[src/rtl/fetch_prefetch_unit.sv]
// Instruction-fetch front end: PC generator feeding a DEPTH-entry prefetch
// queue of {instruction, PC, PC+4}. Redirects from EX flush the queue.
module fetch_prefetch_unit #(
    parameter int unsigned       XLEN      = 32,
    parameter int unsigned       ILEN      = 32,
    parameter int unsigned       DEPTH     = 4,
    parameter logic [XLEN-1:0]   RESET_PC  = '0,
    parameter logic [ILEN-1:0]   NOP_INSTR = 32'h00000013
) (
    input  logic                      clk,
    input  logic                      rst,
    output logic [XLEN-1:0]           imem_addr,
    output logic                      imem_req,
    input  logic [ILEN-1:0]           imem_rdata,
    input  logic                      imem_ready,
    input  logic                      redirect_valid,
    input  logic [XLEN-1:0]           redirect_pc,
    input  logic                      stall_d,
    output logic                      valid_d,
    output logic [ILEN-1:0]           instr_d,
    output logic [XLEN-1:0]           pc_d,
    output logic [XLEN-1:0]           pcplus4_d,
    output logic [$clog2(DEPTH):0]    count
);

    localparam int unsigned PTRW = $clog2(DEPTH);
    localparam int unsigned CW   = PTRW + 1;
    localparam logic [CW-1:0] DEPTH_C = CW'(DEPTH);

    logic [XLEN-1:0] fetchPc;
    logic [XLEN-1:0] fetchPcPlus4;
    logic [PTRW-1:0] wrPtr;
    logic [PTRW-1:0] rdPtr;
    logic [CW-1:0]   cnt;
    logic            push;
    logic            pop;
    logic            unusedRedirectLow;

    logic [ILEN-1:0] instrQ [DEPTH];
    logic [XLEN-1:0] pcQ    [DEPTH];
    logic [XLEN-1:0] pc4Q   [DEPTH];

    // Redirect target is word-aligned; the two low bits are dropped.
    assign unusedRedirectLow = &redirect_pc[1:0];

    // Handshake and queue control decoded from current occupancy.
    always_comb begin
        fetchPcPlus4 = fetchPc + XLEN'(4);
        valid_d      = (cnt != '0);
        pop          = valid_d & ~stall_d & ~redirect_valid;
        imem_req     = ~redirect_valid & ((cnt < DEPTH_C) | pop);
        push         = imem_req & imem_ready;
        imem_addr    = fetchPc;
        count        = cnt;
    end

    // Head outputs read directly from storage; idle values when empty.
    always_comb begin
        instr_d   = NOP_INSTR;
        pc_d      = '0;
        pcplus4_d = '0;
        if (valid_d) begin
            instr_d   = instrQ[rdPtr];
            pc_d      = pcQ[rdPtr];
            pcplus4_d = pc4Q[rdPtr];
        end
    end

    // PC, pointers and occupancy; reset beats redirect beats push/pop.
    always_ff @(posedge clk) begin
        if (!rst) begin
            fetchPc <= RESET_PC;
            wrPtr   <= '0;
            rdPtr   <= '0;
            cnt     <= '0;
        end else if (redirect_valid) begin
            fetchPc <= {redirect_pc[XLEN-1:2], 2'b00};
            wrPtr   <= '0;
            rdPtr   <= '0;
            cnt     <= '0;
        end else begin
            if (push) begin
                wrPtr   <= wrPtr + PTRW'(1);
                fetchPc <= fetchPcPlus4;
            end
            if (pop) begin
                rdPtr <= rdPtr + PTRW'(1);
            end
            cnt <= cnt + CW'(push) - CW'(pop);
        end
    end

    // Queue storage; contents need no reset since the pointers gate visibility.
    always_ff @(posedge clk) begin
        if (push) begin
            instrQ[wrPtr] <= imem_rdata;
            pcQ[wrPtr]    <= fetchPc;
            pc4Q[wrPtr]   <= fetchPcPlus4;
        end
    end

endmodule

[config.mk]
export PLATFORM = sky130hd
export DESIGN_NAME = fetch_prefetch_unit
export DESIGN_NICKNAME = d
export VERILOG_FILES = /design/src/rtl/fetch_prefetch_unit.sv
export SDC_FILE = /design/constraint.sdc
export NUM_CORES = 1
export LEC_CHECK = 0
export ABC_AREA = 1
export CAP_MARGIN = 20
export CORE_MARGIN = 4
export CORE_UTILIZATION = 50
export CTS_BUF_LIST = sky130_fd_sc_hd__clkbuf_8
export DETAILED_ROUTE_END_ITERATION = 7
export PLACE_DENSITY = 0.76
export RECOVER_POWER = 50
export SYNTH_ARGS = -nofsm -noshare
export SYNTH_HDL_FRONTEND = slang
export SYNTH_SLANG_ARGS = --single-unit
[constraint.sdc]
create_clock -name clk -period 6.05 [get_ports clk]
set_input_delay 1.5125 -clock clk [delete_from_list [all_inputs] [get_ports clk]]
set_output_delay 1.5125 -clock clk [all_outputs]
set_load 0.02 [all_outputs]
==> run_1/drive_strength.png <==
(1.5 px per micron)
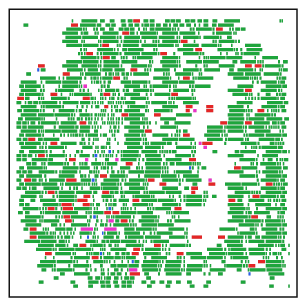
Magenta marks drive 3 to 4, cells 11, share 0.65%, most used buf_4. Blue marks drive 2, cells 12, share 0.71%, most used clkinv_2. Green marks drive 1 or less, cells 1591, share 94%, most used nor2_1. Red marks drive 6 and up, cells 85, share 5.0%, most used clkbuf_8.
Non-clk bufs: 206
worst setup margin: 0.6442 ns

==> run_1/wire_density.png <==
(2 px per micron) The die is cut into 38 by 38 equal tiles; dark purple is low, yellow is high, scaled to the fullest tile. Values are wire area over tile area, all layers added.
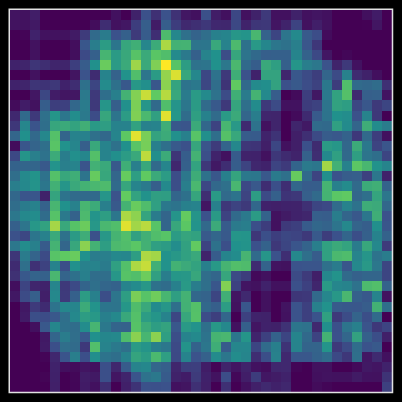
The mean over all tiles is 0.18. 25% of the tiles are over half the peak. The fullest tile reaches 0.54. The densest ninth of the die: west.

==> run_1/zoom.png <==
Window x 70 to 120, y 109 to 159 microns. Cells in grey, sequential cells in the stronger grey; small squares are vias.
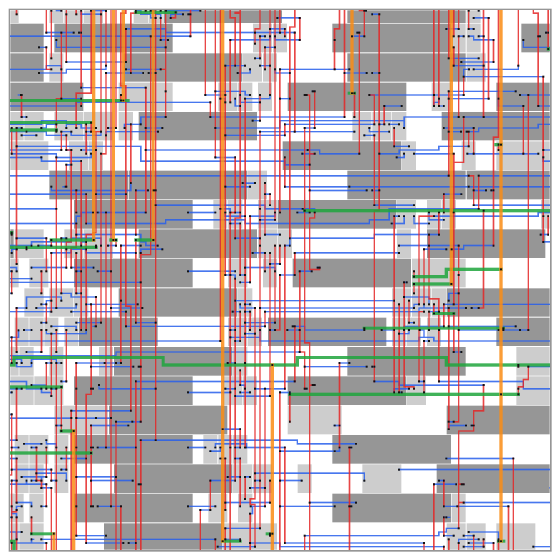
Green marks met3. Orange marks met4. Blue marks met1. Red marks met2.
132 logic cells have their middle in the window. Sequential cells in the window: 36. Netlist names of flops here include `pc4Q` (31), `imem_addr` (3). Most frequent: edfxtp_1 (33), nor2_1 (29), o21ai_0 (14).

==> flow_summary.ini, run 1 <==
; flow metrics
[synth]
syn_avg_cell_area_sq_um = 11.46
top_cell = nor2_1
top_area_frac = 0.6606
ys_chip_area_sq_mm = 0.01673
yosys.area.top_type = edfxtp_1
edf_count = 368
synth-xor-area-share = 0.01115

[flow_run]
drv_cap = 5

[drt]
highest_layer = met4
ant_nets = 0
drt_iter0_drc = 781
drt_first_pass_iters = 5
drc = 0

[hold_path]
worstHoldPathCells = 2

[critical_path]
cp-startpoint = redirect_valid
crit_path_max_incr_delay_ns = 1.19
crit_chain = clkdlybuf4s50_1 > clkbuf_1 > a21oi_1 > clkdlybuf4s50_1
path_depth = 4
arrival_ns = 3.89
cp.required_ns = 4.54
r2r_cells = 4
path_max_fanout = 33
crit_path_frequent_cell = clkdlybuf4s50_1
reg2reg_slack_ns = 2.53

[die]
rows = 66
initial_core_util = 0.5102
fp.dieArea_sq_mm = 0.03644

[clocking]
clock.latency.late_pin_ns = 0.58
cts-root-buf = clkbuf_8
cts_resized = 0
cts_tree = built
path_clk_slew_ns = 0.06

[outcome]
violations = capacitance limit, slew limit
outcome = finished with violations

[placed_design]
gp_congestion = 0.9126

[final_timing]
slew_viol_final = 122
hold_violations = 0
setup_tns_ns = 0
rsz0062_at_grt = false

[finish]
num_antenna_cells = 0
synthToLayoutAreaGrowth_pct = 20.24
final_nets = 1728
fillers = 2585
stdcell_area_sq_mm = 0.02011
layout_top_cells = 416 x nor2_1, 368 x edfxtp_1, 175 x o21ai_0, 158 x clkdlybuf4s50_1, 117 x a21oi_1

[global_route]
grt_use_met2 = 0.3502
==> run 1: through the flow <==
step,std cells,worst slack (ns)
floorplan,1465,-0.5841
global placement,2023,1.348
detailed placement,2023,1.343
CTS,2140,0.7082
global route,2141,0.3457
finish,2141,0.6442
==> run 1: where the power goes <==
| group | total (mW) | switching [mW] | internal, mW |
|---|---|---|---|
| Clock | 2.16 | 1.03 | 1.14 |
| Sequential | 3.19 | 0.0510 | 3.14 |
| Combinational | 0.388 | 0.235 | 0.153 |
| Total | 5.74 | 1.31 | 4.42 |
==> run 1: registers in the layout, summed over array words and instances (netlist names), named ones only <==
name       cells
imem_addr     30
pcQ          120
pc4Q         120
rdPtr          2
count          3
wrPtr          2
instrQ       128
==> run_1/final_placement.png <==
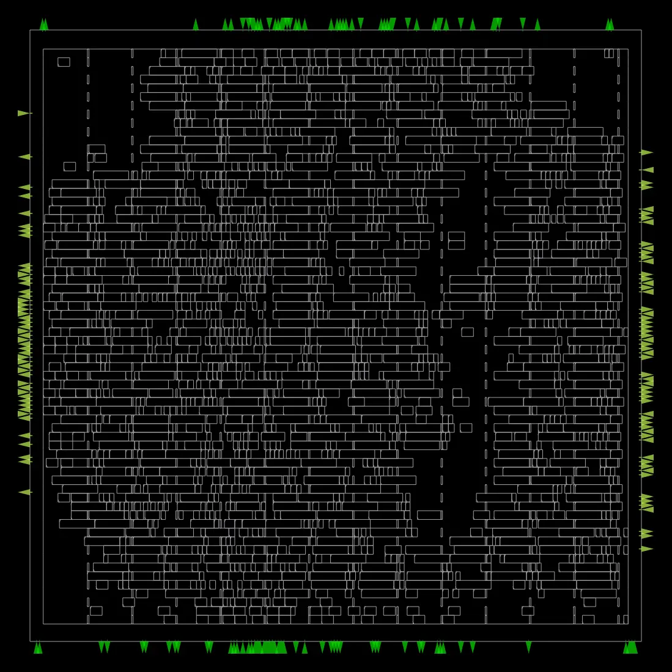

==> inputs of run 2 (changes only) <==
--- a/config.mk
+++ b/config.mk
@@ -6,12 +6,13 @@
 export NUM_CORES = 1
 export LEC_CHECK = 0
 export ABC_AREA = 1
-export CAP_MARGIN = 20
+export CORE_ASPECT_RATIO = 1.75
 export CORE_MARGIN = 4
 export CORE_UTILIZATION = 50
 export CTS_BUF_LIST = sky130_fd_sc_hd__clkbuf_8
 export DETAILED_ROUTE_END_ITERATION = 7
-export PLACE_DENSITY = 0.76
+export DONT_BUFFER_PORTS = 1
+export PLACE_DENSITY = 0.68
 export RECOVER_POWER = 50
 export SYNTH_ARGS = -nofsm -noshare
 export SYNTH_HDL_FRONTEND = slang
==> run_2/final_placement.png <==
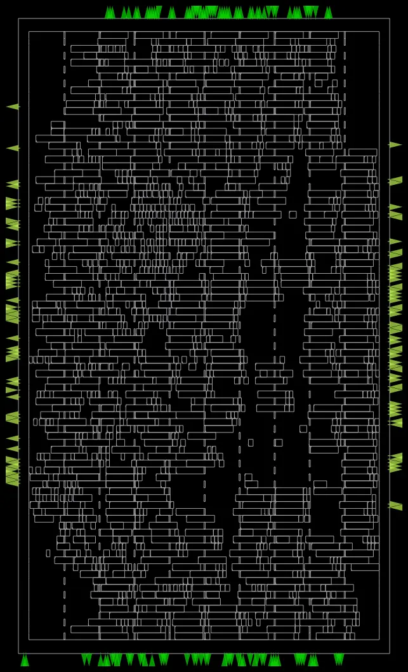
tap cells: 405
Finished Layout Cells: 1897
sequential cell count: 407
final core utilization: 0.5470

==> run 2 against run 1 <==
Compared with the run above: the run still ends with capacitance limit, slew limit left; total power shrank 1.2%; hold slack gained 0.022 ns; wire length shrank 0.91%; flip-flop count is the same; final cell count shrank 11%; sequential power is essentially flat; via count shrank 8.4%; largest cell class unchanged; largest power group unchanged.
==> flow_summary.ini, run 2 <==
; flow metrics
[outcome]
outcome = finished with violations
violations = capacitance limit, slew limit

[finish]
n_all_inverters = 37
largest_registers = instrQ: 128 flops, pc4Q: 120 flops, pcQ: 120 flops
nClkBuffers = 65
logic_area_sq_mm = 0.004280
final_nets = 1523
fillers = 2773
largest_reg_flops = 128
top_register = instrQ
dominant-cell-class = flip-flops and latches
num_antenna_cells = 1
comb_area_frac = 0.2369
layout_top_cells = 412 x nor2_1, 368 x edfxtp_1, 175 x o21ai_0, 117 x a21oi_1, 116 x nand2_1

[clocking]
cts_resized = 0
path_clk_slew_ns = 0.07
clock.latency.late_pin_ns = 0.61
cts-root-buf = clkbuf_8
cts_sinks = 407
cts_tree = built
post_cts.repair.setup_buffers = 0
htree_num_levels = 2
cts-hold-fix-buffers = 0

[pwr]
p_clk_mw = 2.23
p_seq_mw = 3.21
p_int_mw = 4.422
power_per_cell_area_mw_per_mm2 = 313.7
p_clk_frac = 0.393
pwr-share-comb = 0.042
p_seq_frac = 0.566
powerComb_mw = 0.236
p_sw_mw = 1.247
swShare = 0.2199
power_leader = registers
total_power_mw = 5.668

[synth]
yosys.area.top_type = edfxtp_1
ys_types = 36
flop_cell = edfxtp_1
ys_chip_area_sq_mm = 0.01673
edf_count = 368
top_cell = nor2_1
syn_avg_cell_area_sq_um = 11.46
async_flop_share = 0
syn_area_sq_mm = 0.01673
area_leaders = edfxtp_1 66%, nor2_1 9.1%, o21ai_0 5.2%, dfxtp_1 4.7%, a21oi_1 3.5%
top_area_frac = 0.6606

[final_timing]
relSlewSlack = -0.9810
fin_crit_sh = 0.8066
worst_pin_slew_ns = 2.972
setup_viol_count_final = 0
hold_violations = 0
slew_viol_final = 372
setup_tns_ns = 0
rsz0062_at_grt = false
period_needed_ns = 4.880

[critical_path]
crit_chain = clkinv_2 > buf_4 > nor2_1 > o21ai_0 > a21oi_1
timing.critical_path.buf_inv = 2
arrival_ns = 3.37
path_depth = 5
cp.required_ns = 4.54
reg2reg_to = pc4Q[3][5]$_DFFE_PP_
crit_path_max_incr_delay_ns = 0.80
crit_end = pcplus4_d[18]
path_max_fanout = 50
r2r_cells = 4
cp_slowest_cell = clkinv_2
r2r_start = count[2]$_SDFF_PP0_
reg2reg_slack_ns = 1.77
cp-start-kind = flop

[drt]
drc = 0
wirelength_mm = 39.84
wl_per_cell_microns = 21.00
drt_iter0_drc = 725
drt_first_pass_iters = 5
ant_nets = 0

[die]
rows = 88
initial_core_util = 0.5064
die_y_microns = 250.0
fp.dieArea_sq_mm = 0.03656

[placed_design]
gp_congestion = 0.8393
portBuffers = 0
dp_slack_ns = 1.696
post-place-cells = 1795
dpl.hpwl_mm = 22.65
dpl_cell_area_sq_mm = 0.01706

[hold_path]
worstHoldPathCells = 2

[flow_run]
drv_cap = 4

[global_route]
antenna_found_initial = 2
==> run_2/drive_strength.png <==
(1.5 px per micron)
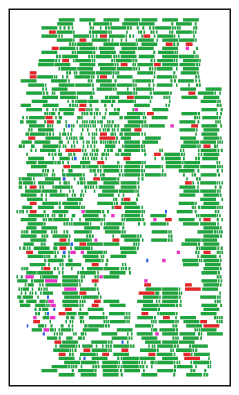
Green marks drive 1 or less, cells 1384, share 93%, most used nor2_1. Magenta marks drive 3 to 4, cells 22, share 1.5%, most used buf_4. Red marks drive 6 and up, cells 71, share 4.8%, most used clkbuf_8. Blue marks drive 2, cells 14, share 0.94%.
Non-clk bufs: 14
worst setup margin: 1.170 ns
Area Overhead vs Synth: 8.019%
Post-Layout Inst Area: 0.01807 sq mm

## run 2: layer usage
layer / vias up / global-route usage / wire, microns
met3: 65 / 0.04977 / 2602
met4: 0 / 0.07266 / 1069
li1: 5051 / - / -
met1: 5184 / 0.2435 / 14800
met5: - / 0 / 0
met2: 313 / 0.3977 / 21370
## run 2: kinds of logic (layout without fill, tap and decap cells)
| kind of cell | count (synthesis) | count (layout) | share of synthesized area |
|---|---|---|---|
| AND/OR/NAND/NOR | 565 | 565 | 0.1372 |
| flip-flops | 407 | 407 | 0.7073 |
| AND-OR/OR-AND | 336 | 336 | 0.1057 |
| buffers and inverters | 126 | 152 | 0.03201 |
| XOR/XNOR | 17 | 17 | 0.01115 |
| adder cells (fa/ha/maj) | 8 | 8 | 0.006433 |
| other | 1 | 7 | 0.0002242 |
Power is estimated from default activity; no workload was simulated.
